Run 1, gate-type map:
Bar = 20 um.
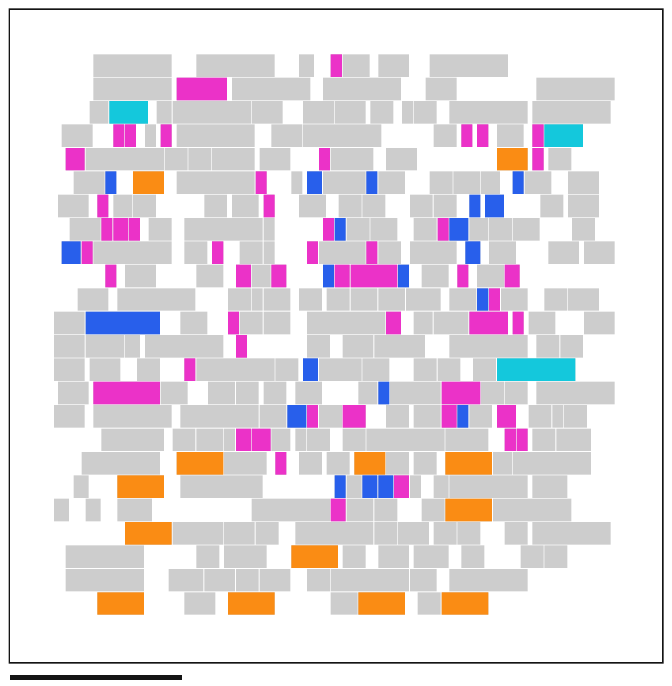
Run 1, signal wires on met1:
Bar = 20 um. Supply wires on this layer in grey.
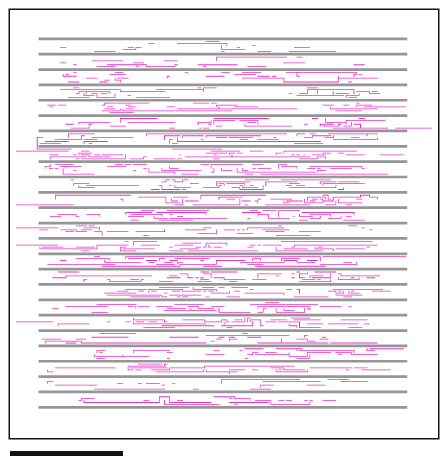
Run 1, congestion heat map:
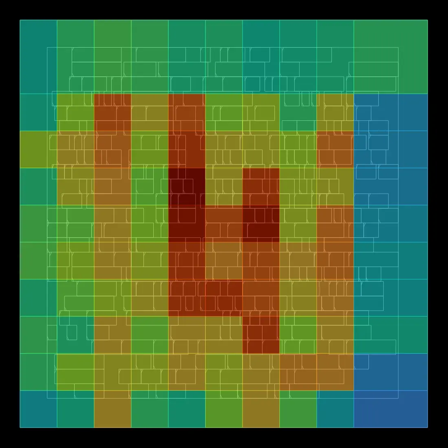
<file path="src/rtl/turbo_frame_ctrl.sv">
// rtl/turbo_frame_ctrl.sv - turbo encoder frame sequencer (optional abort: TURBO_CTRL_ABORT_EN)
module turbo_frame_ctrl #(
    parameter int KW    = 13,
    parameter int K_MIN = 40,
    parameter int K_MAX = 6144
) (
    input  logic          clk,
    input  logic          reset,
`ifdef TURBO_CTRL_ABORT_EN
    input  logic          abort,
`endif
    input  logic          start,
    input  logic [KW-1:0] k_len,
    input  logic          in_valid,
    output logic          in_ready,
    output logic          enc_en,
    output logic          enc_clr,
    output logic          tailbits,
    output logic          tail_phase,
    output logic          out_valid,
    output logic          busy,
    output logic          done,
    output logic          err,
    output logic [KW-1:0] bit_cnt
);

    typedef enum logic [2:0] {
        S_IDLE = 3'd0,
        S_LOAD = 3'd1,
        S_DATA = 3'd2,
        S_TAIL = 3'd3,
        S_DONE = 3'd4
    } state_t;

    localparam logic [KW-1:0] KMIN_W = KW'(K_MIN);
    localparam logic [KW-1:0] KMAX_W = KW'(K_MAX);

    state_t        r_state;
    state_t        w_next;
    logic [1:0]    r_tail_cnt;
    logic [KW-1:0] r_k_reg;
    logic [KW-1:0] r_bit_cnt;
    logic          r_enc_clr;
    logic          r_tail_phase;
    logic          r_busy;
    logic          r_done;
    logic          r_err;

    logic          w_legal;
    logic          w_accept;
    logic          w_reject;
    logic          w_beat;
    logic          w_last_beat;
    logic          w_abort;

    // Block length must be in range and a multiple of 8 (interleaver granularity).
    assign w_legal     = (k_len >= KMIN_W) && (k_len <= KMAX_W) && (k_len[2:0] == 3'b000);
    assign w_accept    = (r_state == S_IDLE) && start && w_legal;
    assign w_reject    = (r_state == S_IDLE) && start && !w_legal;
    assign w_beat      = (r_state == S_DATA) && in_valid;
    assign w_last_beat = w_beat && (r_bit_cnt == (r_k_reg - 1'b1));

`ifdef TURBO_CTRL_ABORT_EN
    assign w_abort = abort && (r_state != S_IDLE);
`else
    assign w_abort = 1'b0;
`endif

    assign bit_cnt    = r_bit_cnt;
    assign enc_clr    = r_enc_clr;
    assign tail_phase = r_tail_phase;
    assign busy       = r_busy;
    assign done       = r_done;
    assign err        = r_err;

    // Next-state decode plus the combinational handshake and encoder strobes.
    always_comb begin
        w_next    = r_state;
        in_ready  = 1'b0;
        enc_en    = 1'b0;
        out_valid = 1'b0;
        tailbits  = 1'b0;
        case (r_state)
            S_IDLE: begin
                if (w_accept) begin
                    w_next = S_LOAD;
                end
            end
            S_LOAD: begin
                w_next = S_DATA;
            end
            S_DATA: begin
                in_ready = 1'b1;
                if (w_beat) begin
                    enc_en    = 1'b1;
                    out_valid = 1'b1;
                end
                if (w_last_beat) begin
                    // An abort on the final beat wins, so the tail processor is never triggered.
                    tailbits = !w_abort;
                    w_next   = S_TAIL;
                end
            end
            S_TAIL: begin
                out_valid = 1'b1;
                // Three shifts terminate the trellis; the fourth tail cycle only emits output.
                enc_en    = (r_tail_cnt != 2'd3);
                if (r_tail_cnt == 2'd3) begin
                    w_next = S_DONE;
                end
            end
            S_DONE: begin
                w_next = S_IDLE;
            end
            default: begin
                w_next = S_IDLE;
            end
        endcase
        if (w_abort) begin
            w_next = S_IDLE;
        end
    end

    // State register, tail counter, latched length and accepted-bit counter.
    always_ff @(posedge clk or posedge reset) begin
        if (reset) begin
            r_state    <= S_IDLE;
            r_tail_cnt <= 2'd0;
            r_k_reg    <= '0;
            r_bit_cnt  <= '0;
        end else begin
            r_state <= w_next;
            if (r_state == S_TAIL) begin
                r_tail_cnt <= r_tail_cnt + 2'd1;
            end else begin
                r_tail_cnt <= 2'd0;
            end
            if (w_accept) begin
                r_k_reg <= k_len;
            end
            if (w_abort || w_accept) begin
                r_bit_cnt <= '0;
            end else if (w_beat) begin
                r_bit_cnt <= r_bit_cnt + 1'b1;
            end
        end
    end

    // Registered status outputs, decoded from the state being entered.
    always_ff @(posedge clk or posedge reset) begin
        if (reset) begin
            r_enc_clr    <= 1'b0;
            r_tail_phase <= 1'b0;
            r_busy       <= 1'b0;
            r_done       <= 1'b0;
            r_err        <= 1'b0;
        end else begin
            r_enc_clr    <= (w_next == S_LOAD);
            r_tail_phase <= (w_next == S_TAIL);
            r_busy       <= (w_next != S_IDLE);
            r_done       <= (w_next == S_DONE);
            r_err        <= w_reject;
        end
    end

endmodule

</file>
<file path="config.mk">
export PLATFORM = sky130hd
export DESIGN_NAME = turbo_frame_ctrl
export DESIGN_NICKNAME = d
export VERILOG_FILES = /design/src/rtl/turbo_frame_ctrl.sv
export SDC_FILE = /design/constraint.sdc
export NUM_CORES = 1
export LEC_CHECK = 0
export CORE_MARGIN = 5
export CORE_UTILIZATION = 47
export DETAILED_ROUTE_END_ITERATION = 16
export PLACE_DENSITY_LB_ADDON = 0.05
export SETUP_SLACK_MARGIN = 0.05
export SYNTH_ARGS = -nofsm -noshare
export SYNTH_HDL_FRONTEND = slang
export SYNTH_SLANG_ARGS = --single-unit
</file>
<file path="constraint.sdc">
create_clock -name clk -period 2.35 [get_ports clk]
set_input_delay 0.47 -clock clk [delete_from_list [all_inputs] [get_ports clk]]
set_output_delay 0.47 -clock clk [all_outputs]
set_load 0.005 [all_outputs]
</file>
==> reports/highlights.md, run 1 <==
Die
• 0.005750 mm2 — Die ar.
• 75.83 um — Die X

Power
• 923.8 mW/mm2 — Power per Cell Area
• combinational logic — largest power group
• 52.9% — combinational share of power

STA
• 1 — total of endpoints with negative setup slack in the final report
• -0.4579 ns — worst path setup slack after routing
• 0.4314 ns — hold slack
• 2.808 ns — final critical delay including setup and external delays
• yes — RSZ-0062 raised after global routing

Setup path
• 2.34 ns — WP data arrival
• buf_6, inv_4, ha_4, or3b_4, or3_1, o211ai_1, a21oi_4, o2111ai_2, inv_1, buf_2 — series of cell instances along the critical path
• 1.88 ns — data required time at the worst endpoint
• 10 — number of cell instances on the worst register-to-register path

Worst hold path
• 2 — hold-critical path depth

Global route
• 0 — number of antenna violations at the first check in global routing

Run status
• negative setup slack — violations in the final reports
• finished with violations — outcome

Cells and area
• 53.81% — relative area change from synthesis to final layout

Logic synthesis
• 44.23% — sequential area share after synthesis
• sky130_fd_sc_hd__dfrtp_1 — prevailing post-synth register cell
• sky130_fd_sc_hd__dfrtp_1 (44%), sky130_fd_sc_hd__xnor2_1 (7.3%), sky130_fd_sc_hd__nor2_1 (5.7%) — leading cell types by total area after synthesis

Back to the opening pictures, 'gate-type map':
Key: multiplexers = orange [cells 13, most used mux2_4]; adder and majority cells = cyan [cells 3, most used ha_1]; NAND gates = blue [cells 21, most used nand2_1]; NOR gates = magenta [cells 50, most used nor2_1]

Back to the opening pictures, 'signal wires on met1':
The layer carries 2470 um of wire. 294 nets have wire on it. The wires run mostly horizontal. The layer holds 43% of the routed length.

Back to the opening pictures, 'congestion heat map':
met2 global-route usage: 37.74%
Global Route met3 Usage: 5.013%
layer with the highest usage after global routing: met2
core occupancy in the finished layout: 73.47%
met1 usage in global routing: 28.50%

## run 1: per-layer routing
layer  vias to the layer above  wire [um]  GRT usage (%)
met5                         -          0              0
met4                         0        112          7.573
met3                        10        274          5.013
met2                        52       2933          37.74
met1                       944       2471          28.50
li1                        904          -              -
## run 1: cells by family after synthesis
| kind of cell | Yosys count |
|---|---|
| compound gates | 19 |
| xor+xnor | 29 |
| mux | 13 |
| buf+inv | 18 |
| simple gates | 87 |
| flops | 36 |
| fa+ha+maj | 3 |
## run 1: final cells by class
cell class	instances	area, um2	share of cell area (%)
clock buffer	8	90.09	2.875
inverter	10	45.04	1.438
multi-input combinational	151	1205	38.46
sequential	36	900.9	28.75
tap	52	65.06	2.077
timing repair buffer	98	827.0	26.40
==> run 2: changes to the inputs <==
--- a/config.mk
+++ b/config.mk
@@ -5,11 +5,12 @@
 export SDC_FILE = /design/constraint.sdc
 export NUM_CORES = 1
 export LEC_CHECK = 0
-export CORE_MARGIN = 5
+export CORE_MARGIN = 2
 export CORE_UTILIZATION = 47
 export DETAILED_ROUTE_END_ITERATION = 16
 export PLACE_DENSITY_LB_ADDON = 0.05
 export SETUP_SLACK_MARGIN = 0.05
+export SLEW_MARGIN = 30
 export SYNTH_ARGS = -nofsm -noshare
 export SYNTH_HDL_FRONTEND = slang
 export SYNTH_SLANG_ARGS = --single-unit
==> constraint.sdc (replaced) <==
create_clock -name clk -period 2.35 [get_ports clk]
set_input_delay 0.47 -clock clk [delete_from_list [all_inputs] [get_ports clk]]
set_output_delay 0.47 -clock clk [all_outputs]
set_load 0.05 [all_outputs]
Run 2, the metal 3 layer:
Bar = 20 um. Cells faint in the background.
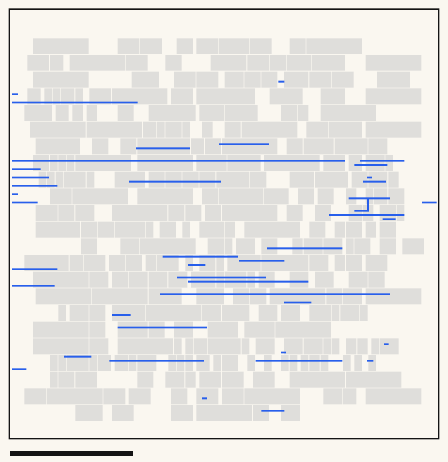
The layer carries 350 um of wire. The longest straight run is 54.0 um.

Run 2, congestion heat map:
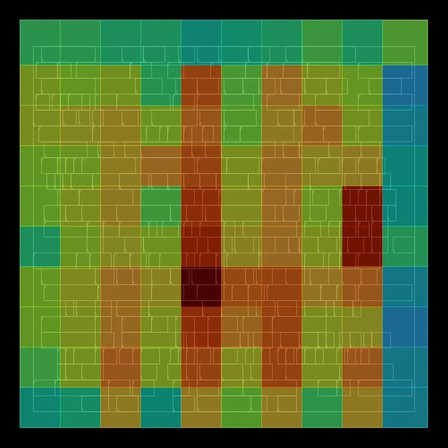
Global Route met3 Usage: 7.558%
average wire length per cell after detail routing: 16.94 um
met1 usage in global routing: 29.34%

==> run 2 against run 1 <==
  * The flow still finishes with violations (negative setup slack)
  * Combinational power rose by 21%
  * Total power increased by 13%
  * Synthesized cell count did not move
  * Highest routed layer unchanged
==> reports/highlights.md, run 2 <==
STA
• 0.4181 ns — hold slack
• 1 — total of endpoints with negative setup slack in the final report
• -0.4919 ns — worst path setup slack after routing
• 2.842 ns — final critical delay including setup and external delays
• yes — RSZ-0062 raised after global routing

Cells and area
• 89 — Non-clock buffers
• 10 — count of inverters not on the clock network in the layout
• 76.70% — core occupancy in the finished layout
• 39.32% — multi-input gate share of total cell area
• 53.87% — relative area change from synthesis to final layout
• 36 — seq_cells
• 3.074% — clk tree area frac
• 25.51% — Layout non-clock buf frac

Die
• 69.83 um — Die X
• 0.004876 mm2 — Die ar.

Logic synthesis
• 44.23% — sequential area share after synthesis
• sky130_fd_sc_hd__dfrtp_1 (44%), sky130_fd_sc_hd__xnor2_1 (7.3%), sky130_fd_sc_hd__nor2_1 (5.7%) — leading cell types by total area after synthesis
• sky130_fd_sc_hd__dfrtp_1 — prevailing post-synth register cell

Worst hold path
• 2 — hold-critical path depth

Power
• combinational logic — largest power group

Setup path
• inv_2, ha_4, or3b_4, or3_4, o211ai_1, a21oi_2, o2111ai_2, inv_4, buf_12 — series of cell instances along the critical path
• 1.88 ns — data required time at the worst endpoint
• 9 — number of cell instances on the worst register-to-register path

Run status
• negative setup slack — violations in the final reports
• finished with violations — outcome

Run 2, signal wires on met1:
Bar = 20 um. Supply wires on this layer in grey.
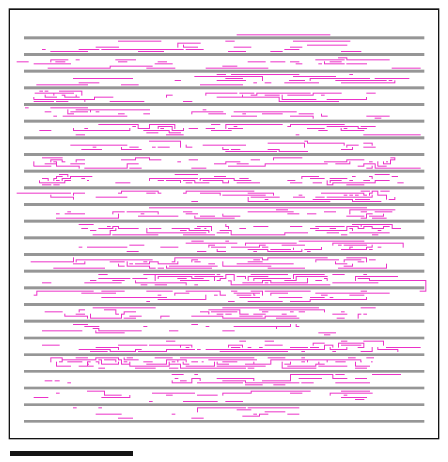
The layer holds 41% of the routed length. The layer carries 2380 um of wire. 284 nets have wire on it.

run 2: cell counts after synthesis:
Identical to the previous run, type by type.
run 2: kinds of logic after synthesis:
| family | Yosys count | share of synthesized area (%) |
|---|---|---|
| AOI/OAI and AO/OA | 19 | 6.634 |
| DFF | 36 | 44.23 |
| muxes | 13 | 7.555 |
| xor gates and xnor gates | 29 | 12.47 |
| adders and majority gates | 3 | 1.843 |
| and+or+nand+nor | 87 | 23.10 |
| buffers and inverters | 18 | 4.177 |
run 2: layer usage:
metal,global-route usage (%),up-vias,routed length (um)
li1,-,891,-
met1,29.34,907,2381
met2,43.39,62,2954
met3,7.558,12,350
met4,8.120,0,124
met5,0,-,0
==> run 3: changes to the inputs <==
--- a/config.mk
+++ b/config.mk
@@ -6,7 +6,7 @@
 export NUM_CORES = 1
 export LEC_CHECK = 0
 export CORE_MARGIN = 2
-export CORE_UTILIZATION = 47
+export CORE_UTILIZATION = 52
 export DETAILED_ROUTE_END_ITERATION = 16
 export PLACE_DENSITY_LB_ADDON = 0.05
 export SETUP_SLACK_MARGIN = 0.05
==> constraint.sdc (replaced) <==
create_clock -name clk -period 2.8 [get_ports clk]
set_input_delay 0.56 -clock clk [delete_from_list [all_inputs] [get_ports clk]]
set_output_delay 0.56 -clock clk [all_outputs]
set_load 0.05 [all_outputs]
Run 3, congestion heat map:
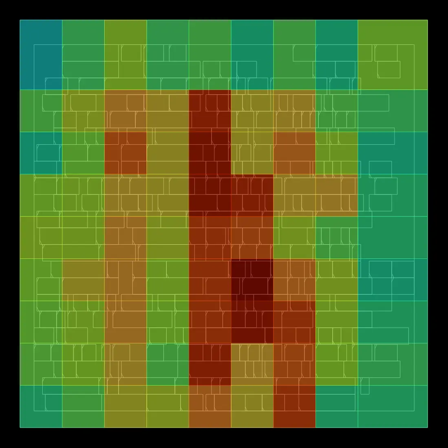
average wire length per cell after detail routing: 15.84 um
core occupancy in the finished layout: 76.90%
Global Route met3 Usage: 6.588%
total routing resource utilization after global routing: 24.99%
met1 usage in global routing: 28.66%

Run 3, close-up of the layout:
Bar = 10 um. Window x 27 to 67, y 0 to 40 um. Cells in grey, sequential cells in the stronger grey; small squares are vias.
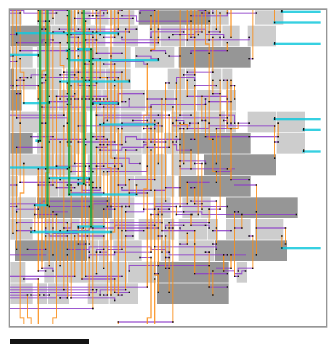
Key: metal 3 = cyan; metal 4 = green; metal 2 = orange; metal 1 = purple
Most frequent: buf_4 (13), nor2_1 (12), clkdlybuf4s50_1 (12). 112 logic cells have their middle in the window. Sequential cells in the window: 12. Netlist names of flops here include bit_cnt (8), r_k_reg (3).

==> run 3 against run 2 <==
  * The flow still finishes with violations (negative setup slack)
  * Largest cell class unchanged
  * Clock skew is 0.0015 ns lower
  * Core utilization rose by 0.20 points
  * Worst hold slack improved by 0.054 ns
  * First-iteration DRC count fell by 1.8%
  * Clock power fell by 3%
  * Largest power group unchanged
  * Count of clock-buffer cells in the layout down 2
  * Cell area fell by 8.8%
  * Total power down 22%
  * Highest routed layer unchanged
==> reports/highlights.md, run 3 <==
Run status
• finished with violations — outcome
• negative setup slack — violations in the final reports

Global route
• 0 — number of antenna violations at the first check in global routing
• met2 — layer with the highest usage after global routing

STA
• 1 — total of endpoints with negative setup slack in the final report
• 0.003335 ns — largest clock skew in the final design
• yes — RSZ-0062 raised after global routing
• 0.4717 ns — hold slack
• -0.1191 ns — worst path setup slack after routing
• 64.88% — Max-Slew Margin vs Limit
• 2.919 ns — final critical delay including setup and external delays

Cells and area
• 40.29% — relative area change from synthesis to final layout
• 151 — Multi-In Gates
• 40.02% — multi-input gate share of total cell area
• 3.897% — clk tree area frac
• logic gates — leading cell category by total area
• 20.93% — Layout non-clock buf frac
• 904.6 um2 — combined flip-flop and latch cell area
• 10 — count of inverters not on the clock network in the layout
• 5 — clkbuf count
• 66 — Non-clock buffers
• 0.001144 mm2 — area occupied by multi-input gates
• 36 — seq_cells

Logic synthesis
• sky130_fd_sc_hd__dfrtp_1 — prevailing post-synth register cell
• 225 — net count entering floorplan
• 205 — number of standard cells reported by yosys
• 44.23% — sequential area share after synthesis
• 0.002037 mm2 — total standard cell area after synthesis
• sky130_fd_sc_hd__dfrtp_1 (44%), sky130_fd_sc_hd__xnor2_1 (7.3%), sky130_fd_sc_hd__nor2_1 (5.7%) — leading cell types by total area after synthesis

Die
• 66.59 um — Die X
• 48 — number of tap cells inserted
• 0.004434 mm2 — Die ar.

Drt
• 261 um — metal3 WL
• 1968 um — M1 WL
• met4 — top layer in use

Clock network
• 5 — CTS buffer count

Power
• 892.8 mW/mm2 — Power per Cell Area
• 49.1% — combinational share of power
• combinational logic — largest power group

Worst hold path
• 1 — hold-critical path depth

Setup path
• 7 — number of cell instances on the worst register-to-register path
• 2.24 ns — data required time at the worst endpoint
• r_state[0] — worst reg2reg path endpoint
• 2.36 ns — WP data arrival
• or4_4, or4_4, a21oi_2, o2111ai_2, inv_2, buf_12 — series of cell instances along the critical path

Run 3, gate-type map:
Bar = 20 um.
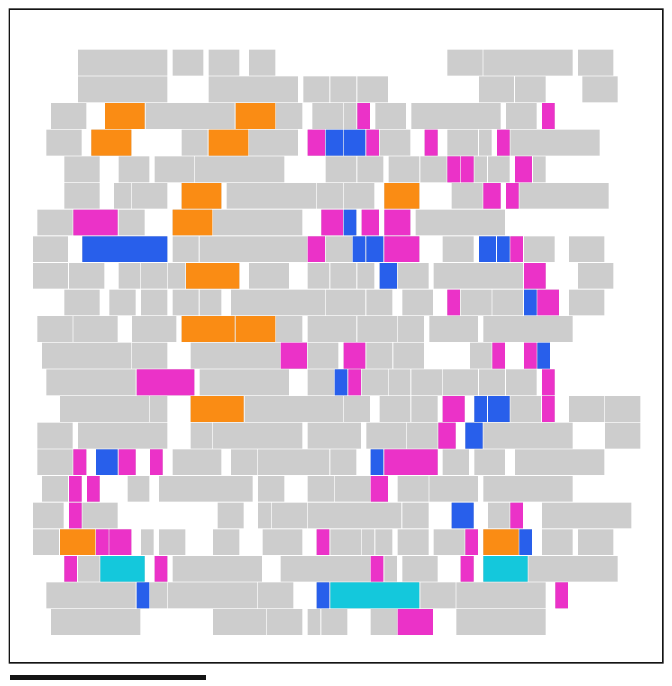
Key: NOR gates = magenta [cells 50, most used nor2_1, where all over the die]; adder and majority cells = cyan [cells 3, most used ha_1]; multiplexers = orange [cells 13, most used mux2_2]; NAND gates = blue [cells 21, most used nand2_1]

[run 3: cell counts after synthesis]
Identical to the previous run, type by type.
[run 3: worst max-delay path by stage]
| stage | cells after the start | from | end |
|---|---|---|---|
| after floorplan | 7 | r_k_reg[2] | tailbits |
| after global placement | 9 | in_valid | tailbits |
| after detailed placement | 9 | in_valid | tailbits |
| after CTS | 6 | r_k_reg[1] | tailbits |
| after global routing | 11 | r_k_reg[1] | tailbits |
| final | 6 | r_k_reg[1] | tailbits |
[run 3: cells by family after synthesis]
kind of cell | share of synthesized area [%]
and+or+nand+nor | 23.10
DFF | 44.23
adders and majority gates | 1.843
muxes | 7.555
buffers and inverters | 4.177
AOI/OAI and AO/OA | 6.634
xor gates and xnor gates | 12.47
Power figures rest on the tool's default switching activity, not on a simulated workload.
